===== src/rtl/mul_share_pkg.sv =====
// rtl/mul_share_pkg.sv - shared widths, FSM states and round-robin helper for mul_share_ctrl
package mul_share_pkg;

    localparam int DATA_W = 8;
    localparam int PROD_W = 16;

    // CALC is used by the single-stage build; CALC1/CALC2 by the product-register build
    typedef enum logic [2:0] {
        IDLE  = 3'd0,
        CALC  = 3'd1,
        CALC1 = 3'd2,
        CALC2 = 3'd3,
        RESP  = 3'd4
    } state_t;

    // Next requester index after cur, wrapping at n
    function automatic int rr_next(input int cur, input int n);
        return (cur + 1 >= n) ? 0 : cur + 1;
    endfunction

endpackage


===== src/rtl/mul_array.sv =====
// rtl/mul_array.sv - combinational unsigned array multiplier shared by the engines
module mul_array #(
    parameter int A_W = 8,
    parameter int B_W = 8
) (
    input  logic [A_W-1:0]     a,
    input  logic [B_W-1:0]     b,
    output logic [A_W+B_W-1:0] p
);

    // Full-width unsigned product; the result width holds 255*255 without overflow
    always_comb begin
        p = a * b;
    end

endmodule


===== src/rtl/rr_arbiter.sv =====
// rtl/rr_arbiter.sv - combinational round-robin arbiter, search starts after ptr
module rr_arbiter
    import mul_share_pkg::*;
#(
    parameter int N  = 4,
    parameter int IW = 2
) (
    input  logic [N-1:0]  req,
    input  logic [IW-1:0] ptr,
    input  logic          en,
    output logic [N-1:0]  grant,
    output logic [IW-1:0] idx,
    output logic          found
);

    logic [IW-1:0] cand;

    // Walk the ring from ptr+1 and stop at the first active request
    always_comb begin
        found = 1'b0;
        idx   = '0;
        cand  = IW'(rr_next(int'(ptr), N));
        for (int k = 0; k < N; k++) begin
            if (!found && req[cand]) begin
                found = 1'b1;
                idx   = cand;
            end
            cand = IW'(rr_next(int'(cand), N));
        end
    end

    // Grant is only driven when the controller is able to accept
    always_comb begin
        grant = '0;
        if (en && found) begin
            grant[idx] = 1'b1;
        end
    end

endmodule


===== src/rtl/mul_share_ctrl.sv =====
// rtl/mul_share_ctrl.sv - round-robin sharing of one multiplier; MUL_SHARE_CTRL_OPREG_EN adds a product register
module mul_share_ctrl
    import mul_share_pkg::*;
#(
    parameter int NUM_REQ = 4,
    parameter int ID_W    = 2
) (
    input  logic                      clk,
    input  logic                      rst_n,
    input  logic [NUM_REQ-1:0]        req_valid,
    output logic [NUM_REQ-1:0]        req_ready,
    input  logic [NUM_REQ*DATA_W-1:0] req_a,
    input  logic [NUM_REQ*DATA_W-1:0] req_b,
    output logic                      rsp_valid,
    input  logic                      rsp_ready,
    output logic [PROD_W-1:0]         rsp_data,
    output logic [ID_W-1:0]           rsp_id,
    output logic                      busy
);

`ifdef MUL_SHARE_CTRL_OPREG_EN
    localparam state_t CALC_FIRST = CALC1;
`else
    localparam state_t CALC_FIRST = CALC;
`endif

    state_t              state;
    state_t              state_nxt;
    logic [ID_W-1:0]     ptr;
    logic                accept_en;
    logic                any_req;
    logic                accept;
    logic [ID_W-1:0]     grant_idx;
    logic [DATA_W-1:0]   sel_a;
    logic [DATA_W-1:0]   sel_b;
    logic [DATA_W-1:0]   op_a;
    logic [DATA_W-1:0]   op_b;
    logic [ID_W-1:0]     op_id;
    logic [PROD_W-1:0]   product;
`ifdef MUL_SHARE_CTRL_OPREG_EN
    logic [PROD_W-1:0]   prod_q;
`endif

    rr_arbiter #(
        .N  (NUM_REQ),
        .IW (ID_W)
    ) u_arb (
        .req   (req_valid),
        .ptr   (ptr),
        .en    (accept_en),
        .grant (req_ready),
        .idx   (grant_idx),
        .found (any_req)
    );

    mul_array #(
        .A_W (DATA_W),
        .B_W (DATA_W)
    ) u_mul (
        .a (op_a),
        .b (op_b),
        .p (product)
    );

    assign accept = accept_en && any_req;

    // State register
    always_ff @(posedge clk) begin
        if (!rst_n) begin
            state <= IDLE;
        end else begin
            state <= state_nxt;
        end
    end

    // Next-state: a new op can start from IDLE or directly out of a completed response
    always_comb begin
        state_nxt = state;
        case (state)
            IDLE:    if (accept) state_nxt = CALC_FIRST;
            CALC:    state_nxt = RESP;
            CALC1:   state_nxt = CALC2;
            CALC2:   state_nxt = RESP;
            RESP:    if (rsp_ready) state_nxt = accept ? CALC_FIRST : IDLE;
            default: state_nxt = IDLE;
        endcase
    end

    // FSM outputs: accept window and busy flag
    always_comb begin
        accept_en = (state == IDLE) || ((state == RESP) && rsp_ready);
        busy      = (state != IDLE);
    end

    // Mux the winning requester's operands
    always_comb begin
        sel_a = '0;
        sel_b = '0;
        for (int i = 0; i < NUM_REQ; i++) begin
            if (grant_idx == ID_W'(i)) begin
                sel_a = req_a[i*DATA_W +: DATA_W];
                sel_b = req_b[i*DATA_W +: DATA_W];
            end
        end
    end

    // Operand capture, RR pointer update and result register
    always_ff @(posedge clk) begin
        if (!rst_n) begin
            ptr       <= ID_W'(NUM_REQ - 1);
            op_a      <= '0;
            op_b      <= '0;
            op_id     <= '0;
            rsp_valid <= 1'b0;
            rsp_data  <= '0;
            rsp_id    <= '0;
`ifdef MUL_SHARE_CTRL_OPREG_EN
            prod_q    <= '0;
`endif
        end else begin
            if (accept) begin
                op_a  <= sel_a;
                op_b  <= sel_b;
                op_id <= grant_idx;
                ptr   <= grant_idx;
            end
`ifdef MUL_SHARE_CTRL_OPREG_EN
            if (state == CALC1) begin
                prod_q <= product;
            end
            if (state == CALC2) begin
                rsp_data  <= prod_q;
                rsp_id    <= op_id;
                rsp_valid <= 1'b1;
            end
`else
            if (state == CALC) begin
                rsp_data  <= product;
                rsp_id    <= op_id;
                rsp_valid <= 1'b1;
            end
`endif
            if ((state == RESP) && rsp_ready) begin
                rsp_valid <= 1'b0;
            end
        end
    end

endmodule

===== config.mk =====
export PLATFORM = sky130hd
export DESIGN_NAME = mul_share_ctrl
export DESIGN_NICKNAME = d
export VERILOG_FILES = /design/src/rtl/mul_share_pkg.sv /design/src/rtl/mul_array.sv /design/src/rtl/rr_arbiter.sv /design/src/rtl/mul_share_ctrl.sv
export SDC_FILE = /design/constraint.sdc
export NUM_CORES = 1
export LEC_CHECK = 0
export ABC_CLOCK_PERIOD_IN_PS = 5450
export CAP_MARGIN = 20
export CORE_MARGIN = 8
export CORE_UTILIZATION = 45
export CTS_BUF_LIST = sky130_fd_sc_hd__clkbuf_8
export DETAILED_ROUTE_END_ITERATION = 6
export PLACE_DENSITY = 0.73
export SETUP_SLACK_MARGIN = 0.15
export SLEW_MARGIN = 30
export SYNTH_ARGS = -nofsm -noshare
export SYNTH_HDL_FRONTEND = slang
export SYNTH_SLANG_ARGS = --single-unit

===== constraint.sdc =====
create_clock -name clk -period 5.45 [get_ports clk]
set_clock_uncertainty 0.2 [all_clocks]
set_input_delay 1.3625 -clock clk [delete_from_list [all_inputs] [get_ports clk]]
set_output_delay 1.3625 -clock clk [all_outputs]
set_load 0.02 [all_outputs]

Figure 1. Placed standard cells.
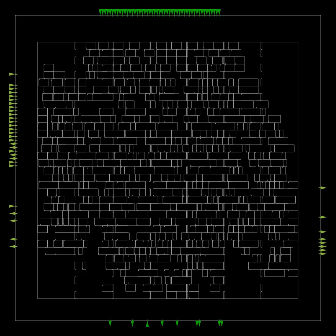
flip-flop and latch count: 42
# Taps: 111
# fillers: 822
site row count: 35

Figure 2. Close-up of the layout.
The bar under the picture is 10 um long. Window x 44 to 69, y 21 to 46 um. Cells in gray, sequential cells in the stronger gray; small squares are vias.
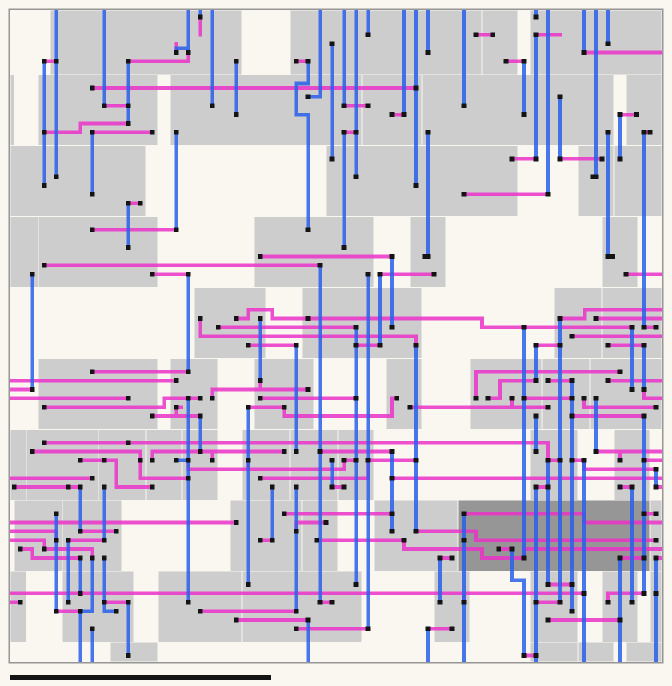
| color | layer |
|---|---|
| magenta | M1 |
| blue | M2 |
sequential cells in the window: 1
netlist names of flops here include: rsp_data (1)
most frequent: inv_1 (7), fa_1 (7), ha_1 (6)
cells with their middle in the window: 47

Figure 3. Routed metal per tile.
The die is cut into 23 by 23 equal tiles; black is low, pale yellow is high, scaled to the fullest tile. Values are wire area over tile area, all layers added.
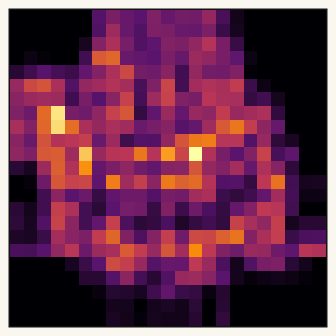
emptiest ninth of the die: north-east
nearly empty tiles: 25%
mean over tiles: 0.13
fullest tile: 0.51
tiles over half the peak: 13%
Post-Route WL: 10.4 mm
vias: 3707

Figure 4. Clock network drawn from the DEF.
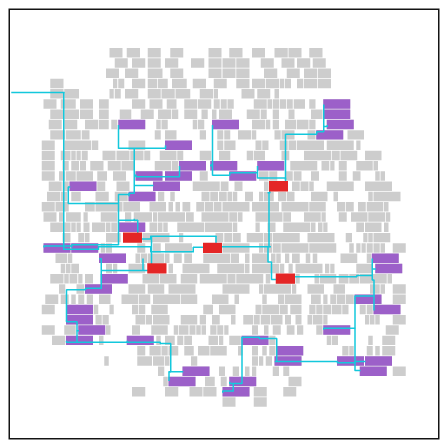
[purple] flip-flops | count: 42
[red] clock-net drivers | count: 5
[cyan] clock wires | length: 593 um
routed clock nets: 6
Clock Power: 215 uW
Latency at later pin: 300 ps

Figure 5. Selected gate families.
The bar under the picture is 20 um long.
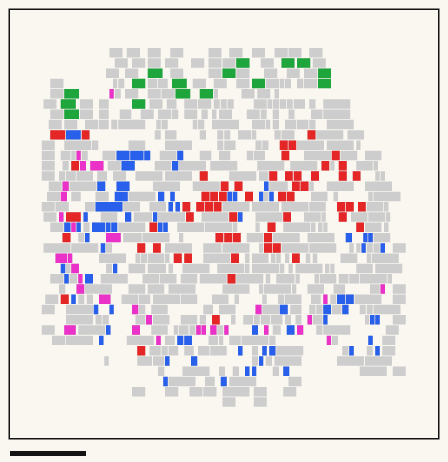
| color | family | cells | most used |
|---|---|---|---|
| red | and/or cells | 59 | and2_1 |
| magenta | nor cells | 31 | nor2_1 |
| green | mux cells | 16 | mux2i_1 |
| blue | nand cells | 73 | nand2_1 |
fraction of area in multi-input gates: 57.3%
fin cells: 695
dominant logic cell type in the layout: clkdlybuf4s50_1

==> out/metrics.yaml <==
critical_path:
  crit_end: "req_ready[1]"
  end_kind: "primary output"
  crit_start: "req_valid[0]"
  worstPathRequired_ps: 3890
  critPathLaunchType: "input pin"
  rr_worst_depth: 15
  reg2reg_slack_ps: 640
  r2r_start: "op_a[0]$_SDFFE_PN0P_"
cts:
  clkSinkCount: 42
  hold_buffers: 0
  numCtsBuffers: 5
  postCtsSetupBuffers: 0
  tritoncts: "yes"
  clk_pin_slew_ps: 90
  cts-root-buf: "clkbuf_8"
  htree_levels: 2
synthesis:
  top_logic_kind: "adder cells"
  most_common_cell: "inv_1"
  synth_flops: 42
  synth_top_area_share_pct: 19.7
  synth_cells: 497
  synthArstFlopShare_pct: 0
  ys_warn_count: 0
  ys_seq_share_pct: 19.7
  syn-cell-area_um2: 4260
  simple_gate_share_pct: 21.3
  synth.area.top_cells: "dfxtp_1 (20%), fa_1 (17%), ha_1 (11%)"
  xor_area_share_pct: 1.44
  synthDistinctLibCells: 47
  ff_type: "dfxtp_1"
  yosys_cells: 497
  common_cells: "inv_1 (62), and2_1 (52), a21oi_1 (46)"
  top_area_cell: "dfxtp_1"
  postSynthNetCount: 641
placement:
  gp_congestion: 0.813
  io_buffer_count: 94
  post-dp-hpwl_mm: 8.51
power:
  ir_drop_v: 0.000169
  p_leak_uw: 0.00242
  power_density_nw_per_um2: 238
global_route:
  grt_busiest_layer: "met2"
  antenna_found_initial: 0
  grt_util_all_layers_pct: 16.5
  grt_remaining_overflow: 0
  grt_use_met3_pct: 3.57
  grt_pass1_vias: 3800
  use_met2_pct: 29.6
  grt_pass1_wl_mm: 17.5
  grt_util_met1_pct: 19.5
  grt_max_degree: 38
floorplan:
  die_x_um: 113
  core_um2: 9200
  die_area_um2: 12800
  ios: 95
  fp_util_pct: 46.3
finish:
  n_all_buffers: 99
  largest_class: "combinational gates"
  final_nets: 727
  reg_top3: "rsp_data: 16 flops, op_a: 8 flops, op_b: 8 flops"
  final_util_pct: 58.2
  final_layout_top_logic_cells: "clkdlybuf4s50_1 (94), inv_1 (62), and2_1 (52), a21oi_1 (46)"
  drive_gt1_share_pct: 5.65
  diodes: 0
  clk_share_pct: 1.78
  clock_buffers: 6
  inverters: 62
drt:
  dr.pass1.iters: 4
  drc: 0
  wl_met2_mm: 5.46
  wl_per_cell_um: 14.9
  antenna_left: 0
  met1_length_mm: 4.36
  drt_iter0_drc: 110
flow_run:
  maxCapViolations: 0
  tool_warnings: 26
timing:
  slew_headroom_pct: 43.1
  rsz0062_at_grt: "no"
  fin_setup_tns_ps: 0
  period_needed_ps: 5030
  fin_crit_sh_pct: 92.3
  setup_violations: 0
status:
  status: "complete, no violations"
hold_path:
  hp-class: "reg2reg"
==> metrics by stage <==
stage / hold slack [ps] / power, uW / instance area (um^2) / setup slack [ps] / instances
6_report: 259 / 1270 / 5350 / 420 / 695
5_1_grt: 283 / 1390 / 5350 / 303 / 695
4_1_cts: 261 / 1290 / 5350 / 430 / 695
3_5_place_dp: 250 / 1070 / 5260 / 443 / 687
3_3_place_gp: 241 / 1050 / 5250 / 521 / 687
2_1_floorplan: 232 / 875 / 4260 / 1200 / 497
==> worst min path at each step <==
stage | from | endpoint | slack, ps | cells past startpoint
2_1_floorplan | op_id[0]$_SDFFE_PN0P_ | rsp_id[0]$_SDFFE_PN0N_ | 230 | 2
3_3_place_gp | rsp_data[5]$_SDFFE_PN0N_ | rsp_data[5]$_SDFFE_PN0N_ | 240 | 2
3_5_place_dp | rsp_data[10]$_SDFFE_PN0N_ | rsp_data[10]$_SDFFE_PN0N_ | 250 | 2
4_1_cts | rsp_data[6]$_SDFFE_PN0N_ | rsp_data[6]$_SDFFE_PN0N_ | 260 | 2
5_1_grt | rsp_data[11]$_SDFFE_PN0N_ | rsp_data[11]$_SDFFE_PN0N_ | 280 | 2
6_report | rsp_data[6]$_SDFFE_PN0N_ | rsp_data[6]$_SDFFE_PN0N_ | 260 | 2
==> report_power, final <==
| part | total [uW] | internal [uW] | switching (uW) | leakage [uW] |
|---|---|---|---|---|
| sequential | 422 | 351 | 70.9 | 0.000344 |
| combinational | 636 | 299 | 338 | 0.00203 |
| clock | 215 | 102 | 113 | 0.0000472 |
==> critical path, cell delays in order <==
cell	delay [ps]
clkdlybuf4s50_1	510
inv_1	70
nor3_1	460
or3_1	250
and3_1	200
clkdlybuf4s50_1	620
Power figures rest on the tool's default switching activity, not on a simulated workload.
